===== config.mk =====
export PLATFORM = sky130hd
export DESIGN_NAME = keypad_encoder
export DESIGN_NICKNAME = d
export VERILOG_FILES = /design/src/rtl/vote_pkg.sv /design/src/rtl/stable_counter.sv /design/src/rtl/keypad_encoder.sv
export SDC_FILE = /design/constraint.sdc
export NUM_CORES = 1
export LEC_CHECK = 0
export ABC_AREA = 1
export CELL_PAD_IN_SITES_DETAIL_PLACEMENT = 1
export CELL_PAD_IN_SITES_GLOBAL_PLACEMENT = 2
export CORE_MARGIN = 4
export CORE_UTILIZATION = 31
export DETAILED_ROUTE_END_ITERATION = 8
export HOLD_SLACK_MARGIN = 0.08
export PLACE_DENSITY_LB_ADDON = 0.1
export SYNTH_ARGS = -nofsm -noshare
export SYNTH_HDL_FRONTEND = slang
export SYNTH_HIERARCHICAL = 1
export SYNTH_SLANG_ARGS = --single-unit

===== constraint.sdc =====
create_clock -name clock -period 2.7 [get_ports clock]
set_input_delay 0.27 -clock clock [delete_from_list [all_inputs] [get_ports clock]]
set_output_delay 0.27 -clock clock [all_outputs]
set_load 0.005 [all_outputs]

===== src/rtl/vote_pkg.sv =====
// Shared definitions for the ballot-entry path: key codes, keypad FSM states
// and the matrix position to key code mapping.
package vote_pkg;

  localparam logic [3:0] KEY_0       = 4'h0;
  localparam logic [3:0] KEY_1       = 4'h1;
  localparam logic [3:0] KEY_2       = 4'h2;
  localparam logic [3:0] KEY_3       = 4'h3;
  localparam logic [3:0] KEY_4       = 4'h4;
  localparam logic [3:0] KEY_5       = 4'h5;
  localparam logic [3:0] KEY_6       = 4'h6;
  localparam logic [3:0] KEY_7       = 4'h7;
  localparam logic [3:0] KEY_8       = 4'h8;
  localparam logic [3:0] KEY_9       = 4'h9;
  localparam logic [3:0] KEY_CANCEL  = 4'hA;
  localparam logic [3:0] KEY_CONFIRM = 4'hB;
  localparam logic [3:0] KEY_BLANK   = 4'hD;

  typedef enum logic [1:0] {
    SCAN,
    DEBOUNCE,
    EMIT,
    WAIT_RELEASE
  } keypad_state_t;

  // Physical layout: rows top to bottom, columns left to right.
  function automatic logic [3:0] key_code(input logic [1:0] row, input logic [1:0] col);
    logic [3:0] code;
    case ({row, col})
      4'b00_00: code = KEY_1;
      4'b00_01: code = KEY_2;
      4'b00_10: code = KEY_3;
      4'b01_00: code = KEY_4;
      4'b01_01: code = KEY_5;
      4'b01_10: code = KEY_6;
      4'b10_00: code = KEY_7;
      4'b10_01: code = KEY_8;
      4'b10_10: code = KEY_9;
      4'b11_00: code = KEY_CANCEL;
      4'b11_01: code = KEY_0;
      4'b11_10: code = KEY_CONFIRM;
      default:  code = KEY_BLANK;
    endcase
    return code;
  endfunction

  function automatic logic [1:0] row_index(input logic [3:0] rows);
    logic [1:0] idx;
    case (rows)
      4'b0010: idx = 2'd1;
      4'b0100: idx = 2'd2;
      4'b1000: idx = 2'd3;
      default: idx = 2'd0;
    endcase
    return idx;
  endfunction

  function automatic logic [1:0] next_col(input logic [1:0] col);
    return (col == 2'd2) ? 2'd0 : col + 2'd1;
  endfunction

endpackage


===== src/rtl/stable_counter.sv =====
// Counts consecutive qualifying clocks up to TARGET and saturates there;
// done stays high while the count sits at TARGET.
module stable_counter #(
  parameter int unsigned TARGET = 4
) (
  input  logic clock,
  input  logic reset,
  input  logic clear,
  input  logic match,
  output logic done
);

  localparam int unsigned CW = $clog2(TARGET + 1);
  localparam logic [CW-1:0] LIMIT = CW'(TARGET);

  logic [CW-1:0] count;

  // NOTE: state registers use non-blocking assignments so every flop samples
  // pre-edge values regardless of process evaluation order.
  always_ff @(posedge clock) begin
    if (reset || clear) begin
      count <= '0;
    end else if (match && (count != LIMIT)) begin
      count <= count + 1'b1;
    end
  end

  assign done = (count == LIMIT);

endmodule


===== src/rtl/keypad_encoder.sv =====
// Scans a 4x3 matrix keypad, debounces press and release, and emits one
// registered digit/valid pair per accepted key for the vote FSM.
module keypad_encoder
  import vote_pkg::*;
#(
  parameter int unsigned SCAN_CYCLES     = 2,
  parameter int unsigned DEBOUNCE_CYCLES = 4
) (
  input  logic       clock,
  input  logic       reset,
  input  logic [3:0] rows,
  output logic [2:0] cols,
  output logic [3:0] digit,
  output logic       valid,
  output logic       key_held,
  output logic       multi_key
);

  localparam int unsigned DW = $clog2(SCAN_CYCLES + 1);
  localparam logic [DW-1:0] DWELL_LAST = DW'(SCAN_CYCLES - 1);

  keypad_state_t state, state_n;
  logic [DW-1:0] dwell, dwell_n;
  logic [1:0]    col_idx, col_n;
  logic [1:0]    row_idx, row_n;
  logic [3:0]    digit_n;
  logic          valid_n, held_n, multi_n;
  logic [3:0]    row_onehot;
  logic          press_done, release_done;

  assign row_onehot = 4'b0001 << row_idx;

  // Press side: consecutive clocks where the latched key alone is sensed.
  stable_counter #(.TARGET(DEBOUNCE_CYCLES)) u_press (
    .clock (clock),
    .reset (reset),
    .clear (state != DEBOUNCE),
    .match (rows == row_onehot),
    .done  (press_done)
  );

  // Release side: any activity on the driven column restarts the count.
  stable_counter #(.TARGET(DEBOUNCE_CYCLES)) u_release (
    .clock (clock),
    .reset (reset),
    .clear ((state != WAIT_RELEASE) || (rows != 4'b0000)),
    .match (rows == 4'b0000),
    .done  (release_done)
  );

  // NOTE: every signal written here gets a default first, so no path can
  // leave one unassigned and infer a latch.
  always_comb begin
    state_n = state;
    dwell_n = dwell;
    col_n   = col_idx;
    row_n   = row_idx;
    digit_n = digit;
    valid_n = 1'b0;
    multi_n = 1'b0;
    held_n  = key_held;

    case (state)
      SCAN: begin
        if (dwell == DWELL_LAST) begin
          dwell_n = '0;
          if (rows == 4'b0000) begin
            col_n = next_col(col_idx);
          end else if ($onehot(rows)) begin
            row_n   = row_index(rows);
            state_n = DEBOUNCE;
          end else begin
            multi_n = 1'b1;
            col_n   = next_col(col_idx);
          end
        end else begin
          dwell_n = dwell + 1'b1;
        end
      end

      DEBOUNCE: begin
        if (press_done) begin
          state_n = EMIT;
          valid_n = 1'b1;
          digit_n = key_code(row_idx, col_idx);
          held_n  = 1'b1;
        end else if (rows != row_onehot) begin
          state_n = SCAN;
          col_n   = next_col(col_idx);
          dwell_n = '0;
        end
      end

      EMIT: begin
        state_n = WAIT_RELEASE;
      end

      WAIT_RELEASE: begin
        if (release_done) begin
          state_n = SCAN;
          col_n   = 2'd0;
          dwell_n = '0;
          held_n  = 1'b0;
        end
      end

      default: begin
        state_n = SCAN;
      end
    endcase
  end

  // Outputs are registered from their next values so they change with the state.
  always_ff @(posedge clock) begin
    if (reset) begin
      state     <= SCAN;
      dwell     <= '0;
      col_idx   <= 2'd0;
      row_idx   <= 2'd0;
      cols      <= 3'b001;
      digit     <= KEY_BLANK;
      valid     <= 1'b0;
      key_held  <= 1'b0;
      multi_key <= 1'b0;
    end else begin
      state     <= state_n;
      dwell     <= dwell_n;
      col_idx   <= col_n;
      row_idx   <= row_n;
      cols      <= 3'b001 << col_n;
      digit     <= digit_n;
      valid     <= valid_n;
      key_held  <= held_n;
      multi_key <= multi_n;
    end
  end

endmodule


==> results_tabular.tex, run 1 <==
% Synthesis and place-and-route results
\begin{tabular}{lr}
\hline
Metric & Value \\
\hline
\multicolumn{2}{l}{\textbf{STA}} \\
Max-slew violation count & 0 \\
Total Negative Setup Slacks & 0 ps \\
Fmax achieved & 394 MHz \\
RSZ-0062 raised after global routing & yes \\
Count of endpoints failing setup in the final report & 0 \\
Fin crit period & 2540 ps \\
Final hold violation count & 0 \\
Share of the cycle needed by the critical path after routing & 94.0\% \\
Worst Skew & 5.26 ps \\
Worst slew pin tran & 476 ps \\
\multicolumn{2}{l}{\textbf{Worst hold path}} \\
Sink of the worst hold path & dwell[1] \\
WHS Path Cells & 2 \\
Worst min path class & flop to flop \\
Start point of the worst hold path & dwell[1] \\
\multicolumn{2}{l}{\textbf{Die}} \\
Die X & 78.0 um \\
Number of I/O pins & 16 \\
Chip Area & 6080 um\^{}2 \\
FP Core Util & 32.1\% \\
Vertical extent of the die & 78.0 um \\
\multicolumn{2}{l}{\textbf{Clock tree}} \\
Clock net sink count & 24 \\
Hold-fix buffer count after cts & 0 \\
Root cell of the clock tree & clkbuf\_8 \\
Clock transition at path regs & 90 ps \\
Clock insertion delay at the later pin of the skew report & 270 ps \\
Cts bufs inserted & 3 \\
TritonCTS clock tree & yes \\
Buffers from clock root to sink, at most & 2 \\
\multicolumn{2}{l}{\textbf{Worst setup path}} \\
Worst reg2reg path depth & 10 \\
Endpoint of the worst register-to-register path & state[0] \\
Data arrival, critical path & 2740 ps \\
CP Launch Type & input port \\
Worst-path cell with the longest stage delay & fa\_1 \\
WS Path Type & input port to flop \\
Crit path capture type & flop \\
Delay of the slowest cell on the worst path & 530 ps \\
Launching point of the worst reg2reg path & row\_idx[0] \\
Minimum setup slack among reg-to-reg paths & 880 ps \\
Critical-path maximum fanout & 4 \\
Crit path cell chain & clkdlybuf4s50\_1 > inv\_1 > fa\_1 > inv\_1 > ha\_1 > ha\_1 > nor3b\_2 > buf\_4 > nand3\_1 > nor2\_1 > o21ai\_0 > a31oi\_1 \\
Required arrival time at the worst endpoint & 2900 ps \\
\multicolumn{2}{l}{\textbf{Placed design}} \\
Setup Slack @ Placement & -172 ps \\
Placed Area & 1770 um\^{}2 \\
Placed cells & 310 \\
Count of input and output buffers & 15 \\
Detailed placer's ending HPWL & 2.91 mm \\
\multicolumn{2}{l}{\textbf{Logic synthesis}} \\
Yosys stat chip area & 1520 um\^{}2 \\
Yosys warns & 6 \\
Area fraction of the dominant cell type after synthesis & 31.7\% \\
Cell type with the largest total area & dfxtp\_1 \\
Post-synth regs & 24 \\
Net count of the mapped netlist & 248 \\
Cell area after synthesis & 1520 um\^{}2 \\
Synthesized area per cell & 6.78 um\^{}2 \\
Top post-synthesis cells by area & dfxtp\_1 32\%, ha\_1 14\%, nand2\_1 12\%, inv\_1 9.6\%, nor2\_1 7.4\% \\
Seq/Total Area, Yosys & 31.7\% \\
Cell count in the Yosys report & 224 \\
\multicolumn{2}{l}{\textbf{Global route}} \\
Wire length of the first global-routing pass & 6.40 mm \\
Antenna violations before repair & 0 \\
GRT Total Usage & 13.0\% \\
Pin count of the biggest net entering global routing & 15 \\
Via count of the first global-routing pass & 1422 \\
Grt total ovfl & 0 \\
\multicolumn{2}{l}{\textbf{Drt}} \\
Number of nets with antenna violations after routing & 0 \\
Number of detailed-routing iterations run before antenna repair & 4 \\
Wire length per cell after detailed routing & 11.8 um \\
Routed vias & 1394 \\
Number of DRC violations after detailed routing & 0 \\
Violation count after the first detailed-route iteration & 48 \\
Post-detailed-route via-to-cell ratio & 4.44 \\
\multicolumn{2}{l}{\textbf{Job}} \\
Max-cap violation count & 0 \\
Number of logged tool warnings & 38 \\
\multicolumn{2}{l}{\textbf{Power}} \\
IR drop worst, VDD & 0.214 mV \\
Total design power & 1.33 mW \\
Leakage & 0.870 nW \\
\multicolumn{2}{l}{\textbf{Cells and area}} \\
Sequential Area & 480 um\^{}2 \\
Final net count & 272 \\
Fraction of layout cells with a size suffix above 1 & 8.91\% \\
Number of standard cells in the final layout excluding fillers & 314 \\
\multicolumn{2}{l}{\textbf{Status}} \\
Run status & finished clean \\
\hline
\end{tabular}
run 1: Yosys cell counts, drive strengths merged:
cell type / n
nand2: 57
inv: 40
nor2: 31
dfxtp: 24
nand3: 21
ha: 17
a21oi: 14
o21ai: 8
a31oi: 2
buf: 2
o22ai: 2
a311oi: 1
fa: 1
nand3b: 1
nor3: 1
nor3b: 1
o21bai: 1
run 1: logic make-up after synthesis:
group,after synthesis,synth area share (%)
AND/OR/NAND/NOR,112,31.7
buffers and inverters,42,11.4
AND-OR/OR-AND,28,9.97
flip-flops,24,31.7
adder cells (fa/ha/maj),18,15.3
run 1: how the worst max path moves through the flow:
stage / start / endpoint / slack (ps) / depth (start not counted)
detailed placement: rows[0] / state[0] / -170 / 13
floorplan: rows[0] / state[0] / 420 / 11
global placement: rows[0] / state[0] / -180 / 13
global route: rows[0] / row_idx[0] / -60 / 12
finish: rows[0] / row_idx[1] / 160 / 12
CTS: rows[0] / state[0] / 90 / 13
run 1: area by class of cell:
| cell class | instances | share of cell area [%] |
|---|---|---|
| Inverter | 40 | 8.08 |
| Timing Repair Buffer | 21 | 10.5 |
| Multi-Input combinational cell | 158 | 47.2 |
| Sequential cell | 24 | 25.9 |
| Tap cell | 67 | 4.51 |
| Clock inverter | 1 | 1.62 |
| Clock buffer | 3 | 2.22 |
run 1: worst max-delay path: cells and delay by family:
family                   cells  cell delay, ps
AND/OR/NAND/NOR              3             490
AND-OR/OR-AND                2             260
adder cells (fa/ha/maj)      3             990
buffers and inverters        4             720
run 1: timing repair:
action / in CTS / in global routing
setup buffers: 0 / 0
setup endpoints to repair: 0 / 8
resized: 0 / 4
run 1: stage by stage:
| step | hold slack [ps] | util, % |
|---|---|---|
| 2_1_floorplan | 348 | - |
| 3_3_place_gp | 428 | 37.6 |
| 3_5_place_dp | 430 | 37.6 |
| 4_1_cts | 445 | 39.1 |
| 5_1_grt | 479 | 39.3 |
| 6_report | 440 | 39.3 |
run 1: power breakdown:
group          leakage [nW]  switching [mW]  internal (mW)  total [mW]
combinational         0.639           0.328          0.225       0.553
clock                0.0357           0.121          0.198       0.319
sequential            0.195          0.0553          0.406       0.462
total                 0.870           0.503          0.830        1.33
run 1: per-layer routing:
layer / up-vias / GRT usage, % / share of wire, %
met4: 0 / 3.67 / 1.2
met2: 10 / 22.5 / 47
met1: 636 / 16.8 / 50
met3: 4 / 1.74 / 1.4
met5: - / 0 / 0
li1: 744 / - / -
run 1: cell usage in the layout (no fill, tap or decap), drive strengths merged:
master	n
nor3	1
nor3b	1
a311oi	1
buf	6
nand2	57
fa	1
o21bai	1
dfxtp	24
inv	40
bufinv	1
nor2	31
o21ai	8
clkbuf	3
a31oi	2
nand3	21
nand3b	1
clkdlybuf4s50	15
a21oi	14
ha	17
o22ai	2
run 1: sequential cells by signal, indices dropped and copies added (netlist names), named ones only:
| signal | count |
|---|---|
| col_idx | 2 |
| cols | 3 |
| digit | 4 |
| dwell | 2 |
| key_held | 1 |
| multi_key | 1 |
| row_idx | 2 |
| state | 1 |
| u_press/count | 3 |
| u_release/count | 3 |
| valid | 1 |
Figure 1. Sequential cells grouped by signal name (run 1).
The bar under the picture is 20 um long.
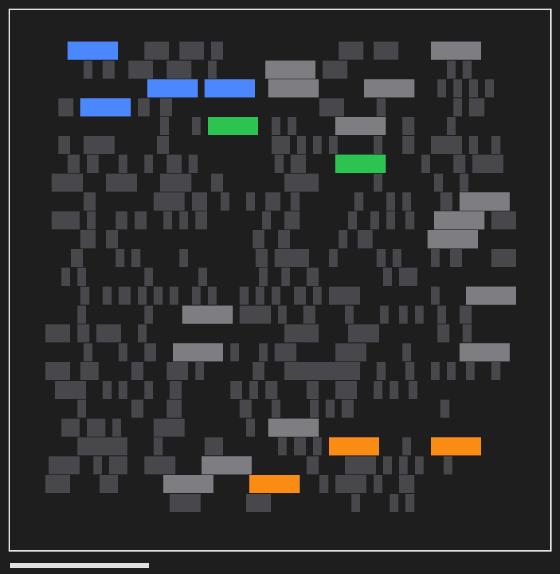
Green is col_idx, placed flops 2. Orange is u_release/count, placed flops 3. Blue is digit, placed flops 4, where north-west.
Another 15 sequential cells are not colored.
fraction of area in registers: 25.9%
utilization after layout: 39.3%

Figure 2. Cells by drive strength (run 1).
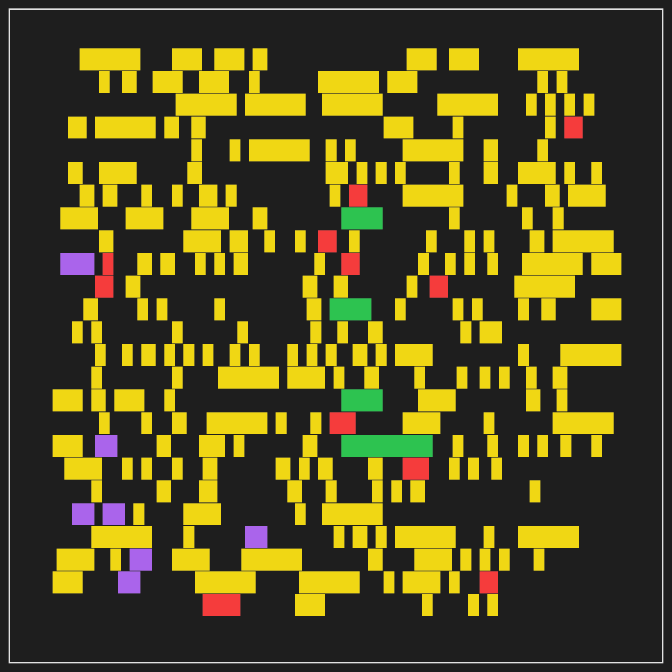
Purple is _3 and _4 cells, cells 7, most used buf_4. Yellow is _0 and _1 cells, cells 225, most used nand2_1. Green is _6 and larger, cells 4, most used clkbuf_8. Red is _2 cells, cells 11, most used nand2_2.
synthesis-to-layout area growth: 22.4%
final setup margin: 163 ps
Design Area, Final: 1860 um^2
number of signal-net buffers in the layout: 21

Figure 3. Cell outlines without signal wires (run 1).
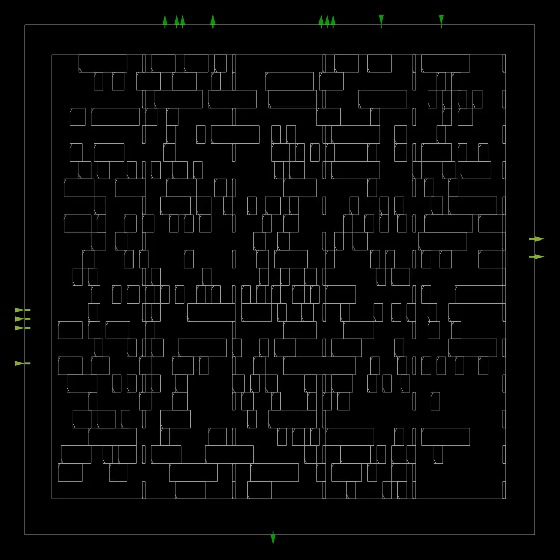
Core Region: 4720 um^2
tally of filler cells in the layout: 622

Figure 4. Clock distribution (run 1).
The bar under the picture is 20 um long.
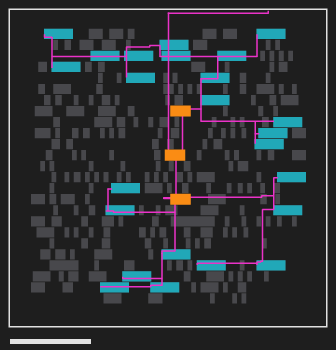
Cyan is flip-flops, count 24. Orange is clock drivers, count 3. Magenta is clock wires, length 356 um.
There are 4 routed clock nets.

--- run 2 (diff from run 1) ---
--- a/config.mk
+++ b/config.mk
@@ -13,6 +13,7 @@
 export DETAILED_ROUTE_END_ITERATION = 8
 export HOLD_SLACK_MARGIN = 0.08
 export PLACE_DENSITY_LB_ADDON = 0.1
+export SLEW_MARGIN = 20
 export SYNTH_ARGS = -nofsm -noshare
 export SYNTH_HDL_FRONTEND = slang
 export SYNTH_HIERARCHICAL = 1
Figure 5. Cell outlines without signal wires (run 2).
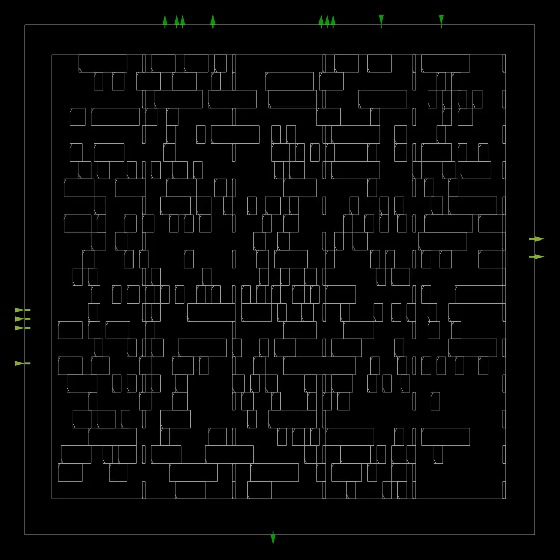
number of standard cells in the final layout excluding fillers: 314
row count: 25
seq_cells: 24

==> run 2 against run 1 <==
Effect of this change: critical path type unchanged; critical path depth did not move; core utilization unchanged; count of clock-buffer cells in the layout is the same; largest power group unchanged; clock power hardly changed; cell count unchanged.
==> results_tabular.tex, run 2 <==
% Synthesis and place-and-route results
\begin{tabular}{lr}
\hline
Metric & Value \\
\hline
\multicolumn{2}{l}{\textbf{STA}} \\
Total Negative Setup Slacks & 0 ps (unchanged) \\
Share of the cycle needed by the critical path after routing & 94.0\% (unchanged) \\
Fin crit period & 2540 ps (unchanged) \\
Worst slew pin tran & 476 ps (unchanged) \\
Fmax achieved & 394 MHz (unchanged) \\
Max-slew violation count & 0 (unchanged) \\
Final setup margin & 163 ps (unchanged) \\
\multicolumn{2}{l}{\textbf{Power}} \\
Sequential fraction of design power & 34.6\% (about the same) \\
Power spent charging and discharging nets & 503 uW (unchanged) \\
Switching part of the total & 37.8\% (unchanged) \\
Power share of the combinational group & 41.5\% (about the same) \\
Internal cell power & 830 uW (unchanged) \\
\multicolumn{2}{l}{\textbf{Drt}} \\
Number of detailed-routing iterations run before antenna repair & 4 (unchanged) \\
Violation count after the first detailed-route iteration & 48 (unchanged) \\
Top Metal Used & met4 \\
Routed vias & 1394 (unchanged) \\
Total length of routed met3 wires & 50 um (unchanged) \\
Amount of wire on met2 after detailed routing & 1.74 mm (unchanged) \\
\multicolumn{2}{l}{\textbf{Clock tree}} \\
Buffers from clock root to sink, at most & 2 (unchanged) \\
Clock insertion delay at the later pin of the skew report & 270 ps (about the same) \\
Hold-fix buffer count after cts & 0 (unchanged) \\
Clock transition at path regs & 90 ps (about the same) \\
Count of cells resized by post-cts repair & 0 (unchanged) \\
Clock net sink count & 24 (unchanged) \\
Post-CTS Repair Setup Buffers & 0 (unchanged) \\
\multicolumn{2}{l}{\textbf{Placed design}} \\
Placed cells & 310 (unchanged) \\
Count of input and output buffers & 15 (unchanged) \\
Setup Slack @ Placement & -172 ps (unchanged) \\
Detailed placer's ending HPWL & 2.91 mm (unchanged) \\
\multicolumn{2}{l}{\textbf{Cells and area}} \\
Synthesis-to-layout area growth & 22.4\% (unchanged) \\
Highest-count cells in the layout ignoring fill and taps & 50 x nand2\_1, 39 x inv\_1, 30 x nor2\_1 \\
Largest register by flop count & digit \\
Fraction of layout cells with a size suffix above 1 & 8.91\% (unchanged) \\
Utilization after layout & 39.3\% (unchanged) \\
Max reg flops & 4 (unchanged) \\
Most instantiated logic cell after routing & nand2\_1 \\
\multicolumn{2}{l}{\textbf{Logic synthesis}} \\
Seq/Total Area, Yosys & 31.7\% (unchanged) \\
Top cells by count & 50 x nand2\_1, 39 x inv\_1, 30 x nor2\_1 \\
Dominant cell by count in the synthesized netlist & nand2\_1 \\
Synthesized area per cell & 6.78 um\^{}2 (unchanged) \\
Area fraction of the dominant cell type after synthesis & 31.7\% (unchanged) \\
Cell area after synthesis & 1520 um\^{}2 (unchanged) \\
Net count of the mapped netlist & 248 (unchanged) \\
Number of synthesized flops with an enable pin & 0 (unchanged) \\
Cell type with the largest total area & dfxtp\_1 \\
Share of cell area taken by muxes after synthesis & 0\% (unchanged) \\
Adder-cell share of the synthesized area & 15.3\% (unchanged) \\
Post-synth regs & 24 (unchanged) \\
Dominant register cell in the synthesized netlist & dfxtp\_1 \\
Main logic family after synthesis & simple AND/OR/NAND/NOR gates \\
Post-synth ARST share & 0\% (unchanged) \\
Yosys warns & 6 (unchanged) \\
Aoi share & 9.98\% (unchanged) \\
Post-synthesis share of cell area spent on xor and xnor gates & 0\% (unchanged) \\
Yosys stat chip area & 1520 um\^{}2 (unchanged) \\
\multicolumn{2}{l}{\textbf{Worst hold path}} \\
Worst min path class & flop to flop \\
WHS Path Cells & 2 (unchanged) \\
\multicolumn{2}{l}{\textbf{Worst setup path}} \\
Required arrival time at the worst endpoint & 2900 ps (about the same) \\
Crit path capture type & flop \\
Worst reg2reg path depth & 10 (unchanged) \\
Delay of the slowest cell on the worst path & 530 ps (about the same) \\
Critical-path maximum fanout & 4 (unchanged) \\
WS Path Type & input port to flop \\
Critical path depth in cells & 12 (unchanged) \\
Buf+Inv Stages, Crit Path & 4 (unchanged) \\
\multicolumn{2}{l}{\textbf{Job}} \\
Number of logged tool warnings & 38 (unchanged) \\
Max-cap violation count & 0 (unchanged) \\
\multicolumn{2}{l}{\textbf{Global route}} \\
Via count of the first global-routing pass & 1422 (unchanged) \\
Antenna violations before repair & 0 (unchanged) \\
Grt total ovfl & 0 (unchanged) \\
Wire length of the first global-routing pass & 6.40 mm (unchanged) \\
\multicolumn{2}{l}{\textbf{Die}} \\
FP Core Util & 32.1\% (unchanged) \\
Chip Area & 6080 um\^{}2 (unchanged) \\
Die X & 78.0 um (unchanged) \\
\multicolumn{2}{l}{\textbf{Status}} \\
Run status & finished clean \\
\hline
\end{tabular}
Figure 6. Clock distribution (run 2).
The bar under the picture is 20 um long.
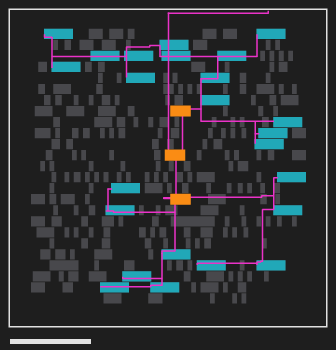
Magenta is clock wires, length 356 um. Orange is clock drivers, count 3. Cyan is flip-flops, count 24.
There are 4 routed clock nets.
fraction of power consumed by the clock network: 23.9%
Worst Skew: 5.26 ps

[run 2: cell counts in the layout (fill, tap and decap cells not counted)]
No cell type changed its count.
[run 2: kinds of logic after synthesis]
family	count (synthesis)
AOI/OAI and AO/OA	28
adders and majority gates	18
buffers and inverters	42
DFF	24
and+or+nand+nor	112
[run 2: power groups by stage]
stage               clock (mW)  sequential [mW]  combinational (mW)
global placement             0            0.471               0.538
CTS                      0.329            0.464               0.548
detailed placement           0            0.470               0.538
global route             0.341            0.473               0.645
finish                   0.319            0.462               0.553
floorplan                    0            0.447               0.411
[run 2: cell type report]
class,instances,area [um^2]
Fill cell,622,2870
Multi-Input combinational cell,158,877
Sequential cell,24,480
Timing Repair Buffer,21,195
Inverter,40,150
Tap cell,67,83.8
Clock buffer,3,41.3
Clock inverter,1,30.0
[run 2: layer usage]
| metal | global-route usage (%) | vias to the layer above |
|---|---|---|
| li1 | - | 744 |
| met1 | 16.8 | 636 |
| met2 | 22.5 | 10 |
| met3 | 1.74 | 4 |
| met4 | 3.67 | 0 |
| met5 | 0 | - |
[run 2: final timing paths]
path | from | end | slack, ps
max | rows[0] | row_idx[1] | 160
min | dwell[1] | dwell[1] | 440
max reg2reg | row_idx[0] | state[0] | 880
min reg2reg | dwell[1] | dwell[1] | 440
[run 2: tightest hold or removal path, cell delays in order (launching register included)]
cell and delay [ps]:
dfxtp_1 310, inv_1 60, nor2_1 40
[run 2: per-stage QoR]
step	hold WS [ps]	power [mW]
finish	440	1.33
detailed placement	430	1.01
CTS	445	1.34
global placement	428	1.01
global route	479	1.46
floorplan	348	0.858
Figure 7. Sequential cells grouped by signal name (run 2).
The bar under the picture is 20 um long.
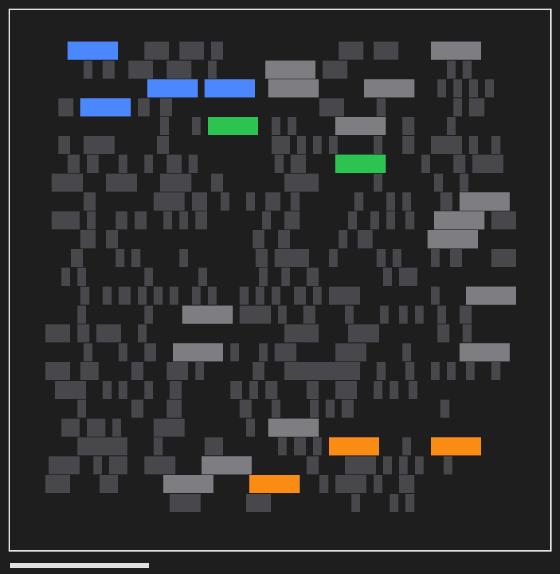

--- run 3 (diff from run 2) ---
--- a/config.mk
+++ b/config.mk
@@ -5,11 +5,11 @@
 export SDC_FILE = /design/constraint.sdc
 export NUM_CORES = 1
 export LEC_CHECK = 0
-export ABC_AREA = 1
+export ABC_AREA = 0
 export CELL_PAD_IN_SITES_DETAIL_PLACEMENT = 1
 export CELL_PAD_IN_SITES_GLOBAL_PLACEMENT = 2
 export CORE_MARGIN = 4
-export CORE_UTILIZATION = 31
+export CORE_UTILIZATION = 35
 export DETAILED_ROUTE_END_ITERATION = 8
 export HOLD_SLACK_MARGIN = 0.08
 export PLACE_DENSITY_LB_ADDON = 0.1
Figure 8. Sequential cells grouped by signal name (run 3).
The bar under the picture is 20 um long.
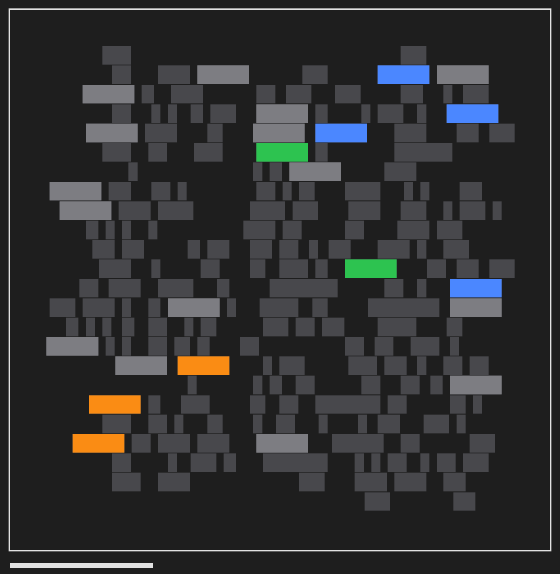
Green is col_idx, placed flops 2. Orange is u_release/count, placed flops 3. Blue is digit, placed flops 4, where north-east.
Another 15 sequential cells are not colored.
utilization after layout: 46.0%
fraction of area in registers: 23.8%
Sequential Area: 480 um^2

==> run 3 against run 2 <==
Effect of this change: hold slack gained 23 ps; first-iteration DRC count shrank 48%; maximum frequency shrank 4.0%; global-route usage grew 0.95 points; critical path depth grew 1; routed wire length grew 0.84%; highest routed layer unchanged; cell count shrank 19%; via count shrank 2.8%; design area grew 8.6%; die size shrank 5.7%; largest power group unchanged; sequential power shrank 5.0%; count of clock-buffer cells in the layout grew 1.
==> results_tabular.tex, run 3 <==
% Synthesis and place-and-route results
\begin{tabular}{lr}
\hline
Metric & Value \\
\hline
\multicolumn{2}{l}{\textbf{Placed design}} \\
Detailed placer's ending HPWL & 2.85 mm (-2.1\%) \\
Placed cells & 249 (-20\%) \\
Count of input and output buffers & 15 (unchanged) \\
\multicolumn{2}{l}{\textbf{Worst setup path}} \\
Worst reg2reg path depth & 5 (-5) \\
Data arrival, critical path & 2810 ps \\
Critical-path maximum fanout & 3 (-1) \\
Required arrival time at the worst endpoint & 2870 ps (-30 ps) \\
Critical path depth in cells & 13 (+1) \\
Endpoint of the worst register-to-register path & u\_press/count[0] \\
Buf+Inv Stages, Crit Path & 4 (unchanged) \\
Delay of the slowest cell on the worst path & 530 ps (about the same) \\
WS Path Type & input port to flop \\
Launching point of the worst reg2reg path & row\_idx[1] \\
Minimum setup slack among reg-to-reg paths & 270 ps (-610 ps) \\
\multicolumn{2}{l}{\textbf{STA}} \\
Final hold violation count & 0 \\
Worst slew pin tran & 869 ps (+393 ps) \\
Worst Skew & 6.43 ps (+1.18 ps) \\
Max-slew violation count & 0 (unchanged) \\
Total Negative Setup Slacks & 0 ps (unchanged) \\
Share of the cycle needed by the critical path after routing & 97.9\% (+3.9 points) \\
\multicolumn{2}{l}{\textbf{Cells and area}} \\
Max reg flops & 4 (unchanged) \\
Highest-count cells in the layout ignoring fill and taps & 24 x dfxtp\_1, 18 x buf\_4, 16 x inv\_1 \\
Fraction of layout cells with a size suffix above 1 & 20.7\% (+12 points) \\
\multicolumn{2}{l}{\textbf{Logic synthesis}} \\
Area fraction of the dominant cell type after synthesis & 29.9\% (-1.7 points) \\
Number of synthesized flops with an enable pin & 0 (unchanged) \\
Net count of the mapped netlist & 196 (-21\%) \\
Post-synth ARST share & 0\% (unchanged) \\
Yosys stat chip area & 1610 um\^{}2 (+5.8\%) \\
Yosys warns & 6 (unchanged) \\
Cell type with the largest total area & dfxtp\_1 \\
Dominant cell by count in the synthesized netlist & dfxtp\_1 \\
Seq/Total Area, Yosys & 29.9\% (-1.7 points) \\
Cell count after synthesis & 172 \\
Post-synth regs & 24 (unchanged) \\
Dominant register cell in the synthesized netlist & dfxtp\_1 \\
\multicolumn{2}{l}{\textbf{Global route}} \\
GR Util met1 & 17.2\% (+0.45 points) \\
GR Util met3 & 3.03\% (+1.3 points) \\
Antenna violations before repair & 0 (unchanged) \\
Most used routing layer & met2 \\
Grt total ovfl & 0 (unchanged) \\
Grt met2 use & 24.9\% (+2.4 points) \\
Via count of the first global-routing pass & 1370 (-3.7\%) \\
Wire length of the first global-routing pass & 6.20 mm (-3.0\%) \\
\multicolumn{2}{l}{\textbf{Power}} \\
Internal cell power & 795 uW (-4.2\%) \\
Fraction of power consumed by the clock network & 20.3\% (-3.6 points) \\
Sequential fraction of design power & 35.8\% (+1.2 points) \\
Total design power & 1.22 mW (-8.2\%) \\
Power spent charging and discharging nets & 429 uW (-15\%) \\
Switching part of the total & 35.0\% (-2.7 points) \\
Power share of the combinational group & 43.9\% (+2.4 points) \\
\multicolumn{2}{l}{\textbf{Clock tree}} \\
Clock insertion delay at the later pin of the skew report & 270 ps (about the same) \\
Buffers from clock root to sink, at most & 2 (unchanged) \\
\multicolumn{2}{l}{\textbf{Worst hold path}} \\
Sink of the worst hold path & digit[1] \\
WHS Path Cells & 2 (unchanged) \\
Worst min path class & flop to flop \\
Start point of the worst hold path & digit[1] \\
\multicolumn{2}{l}{\textbf{Die}} \\
Die X & 75.7 um (-2.9\%) \\
FP Core Util & 36.6\% (+4.5 points) \\
Chip Area & 5730 um\^{}2 (-5.7\%) \\
\multicolumn{2}{l}{\textbf{Drt}} \\
Routed vias & 1355 (-2.8\%) \\
Number of detailed-routing iterations run before antenna repair & 4 (unchanged) \\
\multicolumn{2}{l}{\textbf{Job}} \\
Max-cap violation count & 0 (unchanged) \\
\multicolumn{2}{l}{\textbf{Status}} \\
Run status & finished clean \\
\hline
\end{tabular}
Figure 9. Cell outlines without signal wires (run 3).
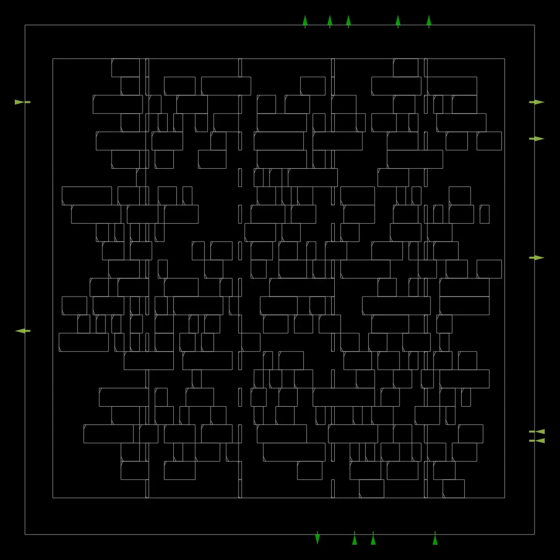
number of standard cells in the final layout excluding fillers: 255
row count: 24
number of tap instances: 52
Core Region: 4380 um^2

[run 3: cell types whose count changed in the layout (fill, tap and decap cells not counted), moves of 4 or more]
cell,before,now
buf_4,6,18
mux2i_1,0,4
nand2_1,50,12
nand2_2,6,0
nor3b_1,0,7
o21ai_0,6,2
inv_1,39,16
nor2_1,30,12
nand3_1,21,2
mux2_1,0,4
[run 3: worst max path at each step]
stage          startpoint      end  slack [ps]
3_3_place_gp      rows[0]  cols[1]        -480
3_5_place_dp      rows[0]  cols[1]        -580
2_1_floorplan     rows[3]  cols[1]          90
6_report          rows[0]  cols[1]          60
4_1_cts           rows[0]  cols[1]         0.8
5_1_grt           rows[0]  cols[1]          10
[run 3: power by group through the flow]
stage                     registers [mW]  clock network [mW]  logic [mW]
after floorplan                    0.435                   0       0.300
after global placement             0.441                   0       0.447
after detailed placement           0.445                   0       0.460
after CTS                          0.438               0.260       0.515
after global routing               0.447               0.276       0.602
final                              0.439               0.248       0.537
[run 3: through the flow]
stage / hold slack, ps / setup WS (ps) / instance area [um^2]
after floorplan: 344 / 89.3 / 1610
after global routing: 485 / 11.0 / 2020
after CTS: 466 / 0.826 / 1990
after detailed placement: 449 / -584 / 1890
final: 463 / 56.9 / 2020
after global placement: 445 / -482 / 1890
[run 3: tightest hold or removal path: stages (launching register included)]
cell and delay [ps]:
dfxtp_1 320, nand2_1 50, a21oi_1 50
[run 3: what timing repair did]
action | 4_1_cts | 5_1_grt
hold buffers | 0 | 0
pin swaps | 8 | 3
buffers inserted | 2 | 0
setup endpoints to repair | 9 | 2
gates resized | 14 | 3
[run 3: cell families (layout without fill, tap and decap cells)]
kind of cell | count (synthesis) | in the layout | synth area share (%)
AOI/OAI and AO/OA | 34 | 34 | 17.2
xor gates and xnor gates | 1 | 1 | 0.546
adders and majority gates | 18 | 18 | 14.5
buffers and inverters | 24 | 55 | 7.48
DFF | 24 | 24 | 29.9
muxes | 9 | 9 | 6.70
and+or+nand+nor | 62 | 62 | 23.6
[run 3: final cells by class]
type | instances | area, um^2
multi-input combinational | 124 | 1060
tap | 52 | 65.1
fill | 517 | 2370
sequential | 24 | 480
inverter | 18 | 67.6
clock buffer | 4 | 55.1
timing repair buffer | 33 | 285
[run 3: per-layer routing]
layer	routed length [um]	share of wire (%)
met2	1890	51
met4	21	0.56
met5	0	0
met3	67	1.8
met1	1750	47
No activity file was given, so power comes from the tool's default toggle rates.
